<file path="src/rtl/uart_rx_oversample_if.sv">
// Serial receive bundle: line input plus received byte and status pulses.
// parity_err exists only when UART_RX_PARITY_EN is defined.
interface uart_rx_oversample_if;
    logic       rx;
    logic [7:0] rx_data;
    logic       rx_done;
    logic       rx_busy;
    logic       frame_err;
`ifdef UART_RX_PARITY_EN
    logic       parity_err;

    modport master (output rx, input rx_data, rx_done, rx_busy, frame_err, parity_err);
    modport slave  (input rx, output rx_data, rx_done, rx_busy, frame_err, parity_err);
`else
    modport master (output rx, input rx_data, rx_done, rx_busy, frame_err);
    modport slave  (input rx, output rx_data, rx_done, rx_busy, frame_err);
`endif
endinterface

</file>
<file path="src/rtl/uart_rx_oversample.sv">
// Oversampling UART receiver (8N1, or 8E1 with UART_RX_PARITY_EN defined).
// Start bit is validated at mid-bit; every later bit is sampled OVS ticks apart.
module uart_rx_oversample #(
    parameter int CLK_FREQ = 100_000_000,
    parameter int BAUD     = 9600,
    parameter int OVS      = 16
) (
    input  logic                 clk,
    input  logic                 rst,
    uart_rx_oversample_if.slave  bus
);
    localparam int DIV = CLK_FREQ / (BAUD * OVS);
    localparam int TW  = (DIV > 1) ? $clog2(DIV) : 1;
    localparam int SW  = (OVS > 1) ? $clog2(OVS) : 1;

    typedef enum logic [2:0] {
        IDLE,
        START,
        DATA,
`ifdef UART_RX_PARITY_EN
        PARITY,
`endif
        STOP,
        WAIT_HIGH
    } state_t;

    state_t          state, state_nxt;
    logic            rx_s1, rx_s2;
    logic [TW-1:0]   tick_cnt;
    logic [SW-1:0]   s_cnt;
    logic [2:0]      bit_cnt;
    logic [7:0]      shreg;
    logic [7:0]      rx_data;
    logic            rx_done, frame_err;
    logic            tick, mid, clr_cnt, done_nxt, ferr_nxt;

    assign tick = (tick_cnt == TW'(DIV - 1));
    assign mid  = tick && (s_cnt == SW'(OVS - 1));

    always_comb begin
        state_nxt = state;
        clr_cnt   = 1'b0;
        done_nxt  = 1'b0;
        ferr_nxt  = 1'b0;
        case (state)
            IDLE: if (!rx_s2) begin
                state_nxt = START;
                clr_cnt   = 1'b1;
            end
            START: if (tick && s_cnt == SW'(OVS / 2 - 1))
                state_nxt = rx_s2 ? IDLE : DATA;
`ifdef UART_RX_PARITY_EN
            DATA: if (mid && bit_cnt == 3'd7) state_nxt = PARITY;
            PARITY: if (mid) state_nxt = STOP;
`else
            DATA: if (mid && bit_cnt == 3'd7) state_nxt = STOP;
`endif
            STOP: if (mid) begin
                if (rx_s2) begin
                    state_nxt = IDLE;
                    done_nxt  = 1'b1;
                end else begin
                    state_nxt = WAIT_HIGH;
                    ferr_nxt  = 1'b1;
                end
            end
            WAIT_HIGH: if (rx_s2) state_nxt = IDLE;
            default: state_nxt = IDLE;
        endcase
    end

    always_ff @(posedge clk) begin
        if (rst) state <= IDLE;
        else     state <= state_nxt;
    end

    always_ff @(posedge clk) begin
        if (rst) begin
            rx_s1     <= 1'b1;
            rx_s2     <= 1'b1;
            tick_cnt  <= '0;
            s_cnt     <= '0;
            bit_cnt   <= '0;
            shreg     <= '0;
            rx_data   <= '0;
            rx_done   <= 1'b0;
            frame_err <= 1'b0;
        end else begin
            rx_s1     <= bus.rx;
            rx_s2     <= rx_s1;
            rx_done   <= done_nxt;
            frame_err <= ferr_nxt;

            if (clr_cnt || tick) tick_cnt <= '0;
            else                 tick_cnt <= tick_cnt + TW'(1);

            // Rebase the sample counter at mid-start so later samples land mid-bit.
            if (clr_cnt) begin
                s_cnt   <= '0;
                bit_cnt <= '0;
            end else if (tick) begin
                if (state == START && s_cnt == SW'(OVS / 2 - 1)) s_cnt <= '0;
                else if (s_cnt == SW'(OVS - 1))                   s_cnt <= '0;
                else                                              s_cnt <= s_cnt + SW'(1);
            end

            if (state == DATA && mid) begin
                shreg   <= {rx_s2, shreg[7:1]};
                bit_cnt <= bit_cnt + 3'd1;
            end

            if (done_nxt) rx_data <= shreg;
        end
    end

`ifdef UART_RX_PARITY_EN
    logic par_bit, parity_err;

    always_ff @(posedge clk) begin
        if (rst) begin
            par_bit    <= 1'b0;
            parity_err <= 1'b0;
        end else begin
            if (state == PARITY && mid) par_bit <= rx_s2;
            // Even parity: data ones plus parity bit must be even.
            parity_err <= done_nxt && ((^shreg) != par_bit);
        end
    end

    assign bus.parity_err = parity_err;
    assign bus.rx_busy    = (state == START) || (state == DATA) ||
                            (state == PARITY) || (state == STOP);
`else
    assign bus.rx_busy    = (state == START) || (state == DATA) || (state == STOP);
`endif

    assign bus.rx_data   = rx_data;
    assign bus.rx_done   = rx_done;
    assign bus.frame_err = frame_err;
endmodule

</file>
<file path="src/flat_wrapper.sv">
// flat-port wrapper written by rule: the top's interface ports become plain ports
module uart_rx_oversample_flat 
#(
    parameter int CLK_FREQ = 100_000_000,
    parameter int BAUD     = 9600,
    parameter int OVS      = 16
)
  (clk, rst, bus_rx, bus_rx_data, bus_rx_done, bus_rx_busy, bus_frame_err);
  uart_rx_oversample_if bus_i ();
  input  logic clk;
  input  logic rst;
  input wire logic [$bits(bus_i.rx)-1:0] bus_rx;
  output wire logic [$bits(bus_i.rx_data)-1:0] bus_rx_data;
  output wire logic [$bits(bus_i.rx_done)-1:0] bus_rx_done;
  output wire logic [$bits(bus_i.rx_busy)-1:0] bus_rx_busy;
  output wire logic [$bits(bus_i.frame_err)-1:0] bus_frame_err;
  assign bus_i.rx = bus_rx;
  assign bus_rx_data = bus_i.rx_data;
  assign bus_rx_done = bus_i.rx_done;
  assign bus_rx_busy = bus_i.rx_busy;
  assign bus_frame_err = bus_i.frame_err;
  uart_rx_oversample #(.CLK_FREQ(CLK_FREQ), .BAUD(BAUD), .OVS(OVS)) u_core (.clk(clk), .rst(rst), .bus(bus_i));
endmodule
</file>
<file path="config.mk">
export PLATFORM = sky130hd
export DESIGN_NAME = uart_rx_oversample_flat
export DESIGN_NICKNAME = d
export VERILOG_FILES = /design/src/rtl/uart_rx_oversample_if.sv /design/src/rtl/uart_rx_oversample.sv /design/src/flat_wrapper.sv
export SDC_FILE = /design/constraint.sdc
export NUM_CORES = 1
export LEC_CHECK = 0
export ABC_AREA = 1
export CAP_MARGIN = 20
export CORE_MARGIN = 2
export CORE_UTILIZATION = 35
export CTS_CLUSTER_DIAMETER = 60
export DETAILED_ROUTE_END_ITERATION = 10
export PLACE_DENSITY = 0.58
export SYNTH_ARGS = -nofsm -noshare
export SYNTH_HDL_FRONTEND = slang
export SYNTH_SLANG_ARGS = --single-unit
</file>
<file path="constraint.sdc">
create_clock -name clk -period 1.7 [get_ports clk]
set_clock_uncertainty 0.2 [all_clocks]
set_input_delay 0.51 -clock clk [delete_from_list [all_inputs] [get_ports clk]]
set_output_delay 0.51 -clock clk [all_outputs]
set_load 0.05 [all_outputs]
</file>
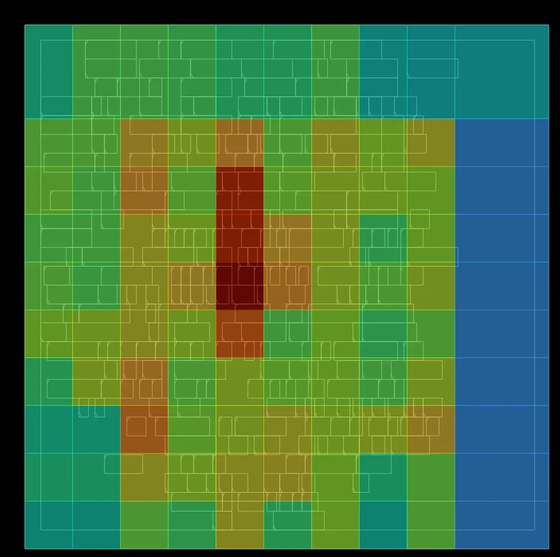
run_1/final_congestion.png
fin util: 51.5%
grt peak-use layer: met1

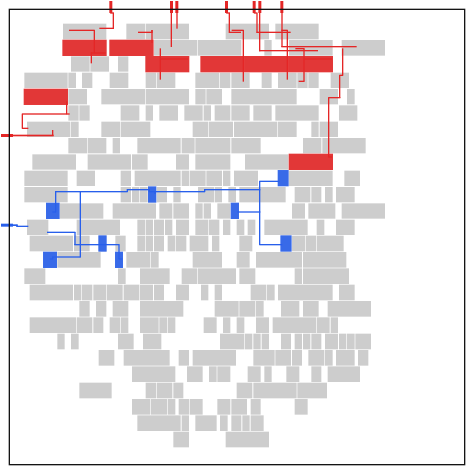
run_1/port_nets.png
Scale: 6 px per um.
blue -> `rst`  # bits 1, direction input, edge left, end cells 8, wire 96.2 um
red -> `bus_rx_data`  # bits 8, direction output, edge 7 top, 1 left, end cells 8, wire 163 um

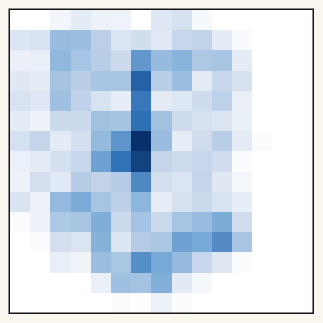
run_1/wire_density.png
Scale: 4 px per um. The die is cut into 15 by 15 equal tiles; white is low, dark blue is high, scaled to the fullest tile. Values are wire area over tile area, all layers added.
tiles over half the peak = 6.7%
nearly empty tiles = 31%
fullest tile = 0.55
mean over tiles = 0.10
densest ninth of the die = middle

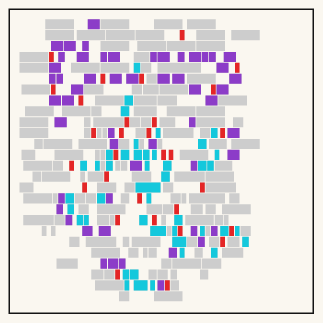
run_1/gate_families.png
Scale: 4 px per um.
red -> inverters  # cells 30
cyan -> NAND gates  # cells 44
purple -> inverting AOI/OAI gates  # cells 54

==> results.txt, run 1 <==
clock-pin slew on the worst setup and hold paths = 80 ps
sequential power = 1.01 mW
Synth top cell by count = dfxtp_1
Fmax = 0.567 GHz
ClkCell Share = 4.48%
clock group total power = 0.792 mW
Int Power = 1.62 mW
DR DRC count = 0
Post-synth ARST share = 0%
Avg Cell Area, Syn = 8.24 um2
comb pwr = 0.471 mW
largest cell class by area = combinational gates
yosys warns = 0
Distinct lib cells used = 34
GPL Wtd Cong = 0.845
Setup CP Type = reg -> out
Clock power frac = 34.8%
number of non-clock buffers = 46
Worst Slack Setup Final = -64.6 ps
Seq pwr share = 44.6%
max-slew violations = 0
worst slew pin tran = 371 ps
Setup-failing EPs final = 10
Via density = 4.63
VDD IR max = 0.000713 V
wire per inst = 11.0 um
FF/Latch Area = 808 um2
Cell area leaders = dfxtp_1, inv_1, a21oi_1
OpenROAD warnings = 29
Die W = 75.7 um
CP Capture Type = output pin
min Tclk post-route = 1760 ps
Most common reg cell = dfxtp_1
TritonCTS clock tree = done
Die Height = 75.7 um
share of cells above drive strength 1 = 44.0%
status = complete, but fails checks
total CTS buffers = 5
relative slew slack = 75.2%
core area = 5040 um2
sequential-to-total area share from yosys stat = 44.6%
failing checks = setup timing
crit-path max FO = 3
clk_lat worst skew = 300 ps
==> run 1: sequential cells by signal (all words and copies together), names as in the netlist, 3 cells and up <==
register,count
u_core.s_cnt,4
u_core.bit_cnt,3
u_core.tick_cnt,10
u_core.bus.rx_data,8
u_core.shreg,8
u_core.state,3
==> run 1: metal layers <==
metal,vias up,track usage [%],wire (um)
met1,713,21.4,1850
met4,0,7.02,80
li1,824,-,-
met2,21,20.3,1650
met5,-,0,0
met3,7,4.23,131
==> run 1: cell usage in the layout, fill, tap and decap left out, drive strengths merged <==
master         netlist  final
a21oi               27     27
and2                 1      1
nand4                6      6
clkinv               0      2
o21ai               21     21
buf                  3     44
ha                   5      5
a31oi                3      3
clkdlybuf4s50        0      2
or2                  3      3
inv                 30     30
nor2                27     27
dfxtp               40     40
clkbuf               1      5
o21bai               1      1
o31ai                1      1
bufinv               0      1
nor3b                1      1
nand3               15     15
nand2               23     23
xor2                 1      1
xnor2                1      1
nor3                 7      7
o32ai                1      1
==> run 1: critical path, stage by stage, from the launching register on <==
cell and delay, ps:
dfxtp_2 350, inv_2 40, nand2_2 70, inv_2 60
nor2_4 100, buf_12 140
==> run 1: path summary, 6_finish.rpt <==
kind	endpoint	startpoint	cells past startpoint
setup / recovery	bus_rx_busy	u_core.state[0]	5
hold / removal	u_core.rx_s2	u_core.rx_s1	1
setup reg to reg	u_core.bus.rx_data[6]	u_core.tick_cnt[0]	11
hold reg to reg	u_core.rx_s2	u_core.rx_s1	1
==> run 1: logic make-up after synthesis <==
logic type                 Yosys count  synth area share, %
and+or+nand+nor                     83                 24.2
buffers and inverters               34                 8.49
AOI/OAI and AO/OA                   54                 18.2
DFF                                 40                 44.6
adders and majority gates            5                 3.48
xor gates and xnor gates             2                0.975
==> run 1 -> run 2 <==
--- a/config.mk
+++ b/config.mk
@@ -11,7 +11,8 @@
 export CORE_UTILIZATION = 35
 export CTS_CLUSTER_DIAMETER = 60
 export DETAILED_ROUTE_END_ITERATION = 10
-export PLACE_DENSITY = 0.58
+export DONT_BUFFER_PORTS = 1
+export PLACE_DENSITY = 0.55
 export SYNTH_ARGS = -nofsm -noshare
 export SYNTH_HDL_FRONTEND = slang
 export SYNTH_SLANG_ARGS = --single-unit
==> run 2 against run 1 <==
  * The run still ends with setup timing left
  * Sequential cell count unchanged
  * Highest routed layer unchanged
  * Critical path depth fell by 2
  * Largest power group unchanged
  * Sequential share of layout area up 3.0 points
  * Routed wire length grew 1.6%
==> results.txt, run 2 <==
Synth top cell by count = dfxtp_1
period utilisation layout = 102%
area reported by Yosys stat = 1800 um2
Hold Buf Count CTS = 0
Worst Slack Setup Final = -31.3 ps
min Tclk post-route = 1730 ps
Fmax = 0.578 GHz
Distinct lib cells used = 34
largest registers = u_core.tick_cnt x10, u_core.bus.rx_data x8, u_core.shreg x8
Die W = 75.7 um
Worst EP arrival = 1020 ps
syn nets = 226
max-slew violations = 0
sequential-to-total area share from yosys stat = 44.6%
Placed Cells = 312
GPL Wtd Cong = 0.776
Cell area leaders = dfxtp_1, inv_1, a21oi_1
DR DRC count = 0
clk_lat worst skew = 290 ps
Avg Cell Area, Syn = 8.24 um2
Via density = 4.67
status = complete, but fails checks
Layout Cells excl Fill = 329
n_diodes = 0
failing checks = setup timing
critical path startpoint category = flop
total CTS buffers = 5
clock-pin slew on the worst setup and hold paths = 80 ps
Dominant cell area share = 44.6%
die area = 5720 um2
Top cells excl fill/tap = buf_4, dfxtp_1, inv_1, nor2_1
Most common reg cell = dfxtp_1
yosys warns = 0
OpenROAD warnings = 29
Post-synth ARST share = 0%
core area = 5040 um2
antenna violations before repair = 0
DP HPWL = 2.58 mm
relative slew slack = 64.6%
count of final hold-check violations = 0
Die Height = 75.7 um
Setup CP Type = reg -> out
max reg flops = 10
VDD IR max = 0.000609 V
CP Capture Type = output pin
most flop-heavy register = u_core.tick_cnt
worst slew pin tran = 530 ps
crit-path max FO = 4
Setup-failing EPs final = 1
TritonCTS clock tree = done
share of cells above drive strength 1 = 42.9%
vias in the first global route = 1431
==> run 2: final timing paths <==
check | end | slack [ps] | depth (start not counted) | startpoint
max reg2reg | u_core.state[2] | 0 | 8 | u_core.s_cnt[1]
max | bus_rx_busy | -30 | 3 | u_core.state[2]
min | u_core.state[1] | 70 | 1 | rst
min reg2reg | u_core.rx_s2 | 220 | 1 | u_core.rx_s1
==> run 2: routing by layer <==
metal,wire length (um),GRT usage (%)
met1,1780,18.2
met4,42,4.09
met5,0,0
met2,1820,23.7
met3,137,4.50
==> run 2: layout make-up <==
| class | instances | area (um2) | share of cell area [%] |
|---|---|---|---|
| Timing Repair Buffer | 37 | 327 | 13.7 |
| Multi-Input combinational cell | 144 | 945 | 39.7 |
| Clock buffer | 6 | 82.6 | 3.47 |
| Inverter | 30 | 113 | 4.73 |
| Sequential cell | 40 | 812 | 34.1 |
| Tap cell | 70 | 87.6 | 3.68 |
| Clock inverter | 2 | 15.0 | 0.631 |
==> run 2: where the power goes <==
part	total [mW]	switching (mW)	internal, mW	leakage, nW
clock	0.684	0.355	0.329	0.0434
sequential	1.01	0.0304	0.976	0.327
combinational	0.537	0.296	0.241	0.537
total	2.23	0.681	1.55	0.908
==> run 2: logic make-up after synthesis <==
group,after synthesis,share of synthesized area [%]
xor+xnor,2,0.975
simple gates,83,24.2
compound gates,54,18.2
buf+inv,34,8.49
flops,40,44.6
fa+ha+maj,5,3.48
==> run 2: stage by stage <==
step	setup WS [ps]	hold WS (ps)	setup TNS (ps)
floorplan	1.02	189	0
global placement	-31.0	195	-239
detailed placement	-57.7	195	-492
CTS	-77.2	61.3	-380
global route	-111	52.3	-1970
finish	-31.3	72.3	-31.3
==> run 2: critical path: stages (launching register included) <==
cell     delay [ps]
dfxtp_2         350
buf_6           130
nor2_4          120
buf_12          140
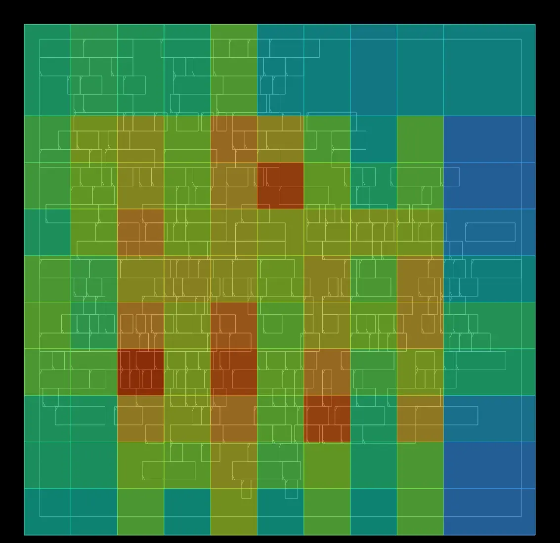
run_2/final_congestion.png
fin util: 47.2%
GR Util met1: 18.2%
grt peak-use layer: met2
wire per inst: 11.5 um

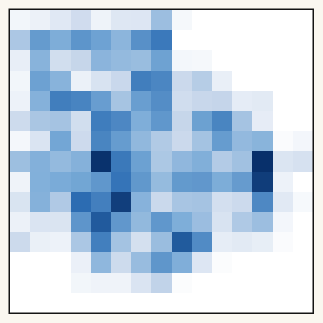
run_2/wire_density.png
Scale: 4 px per um. The die is cut into 15 by 15 equal tiles; white is low, dark blue is high, scaled to the fullest tile. Values are wire area over tile area, all layers added.
mean over tiles = 0.10
emptiest ninth of the die = top right
fullest tile = 0.38
densest ninth of the die = middle
tiles over half the peak = 21%

Power figures rest on the tool's default switching activity, not on a simulated workload.
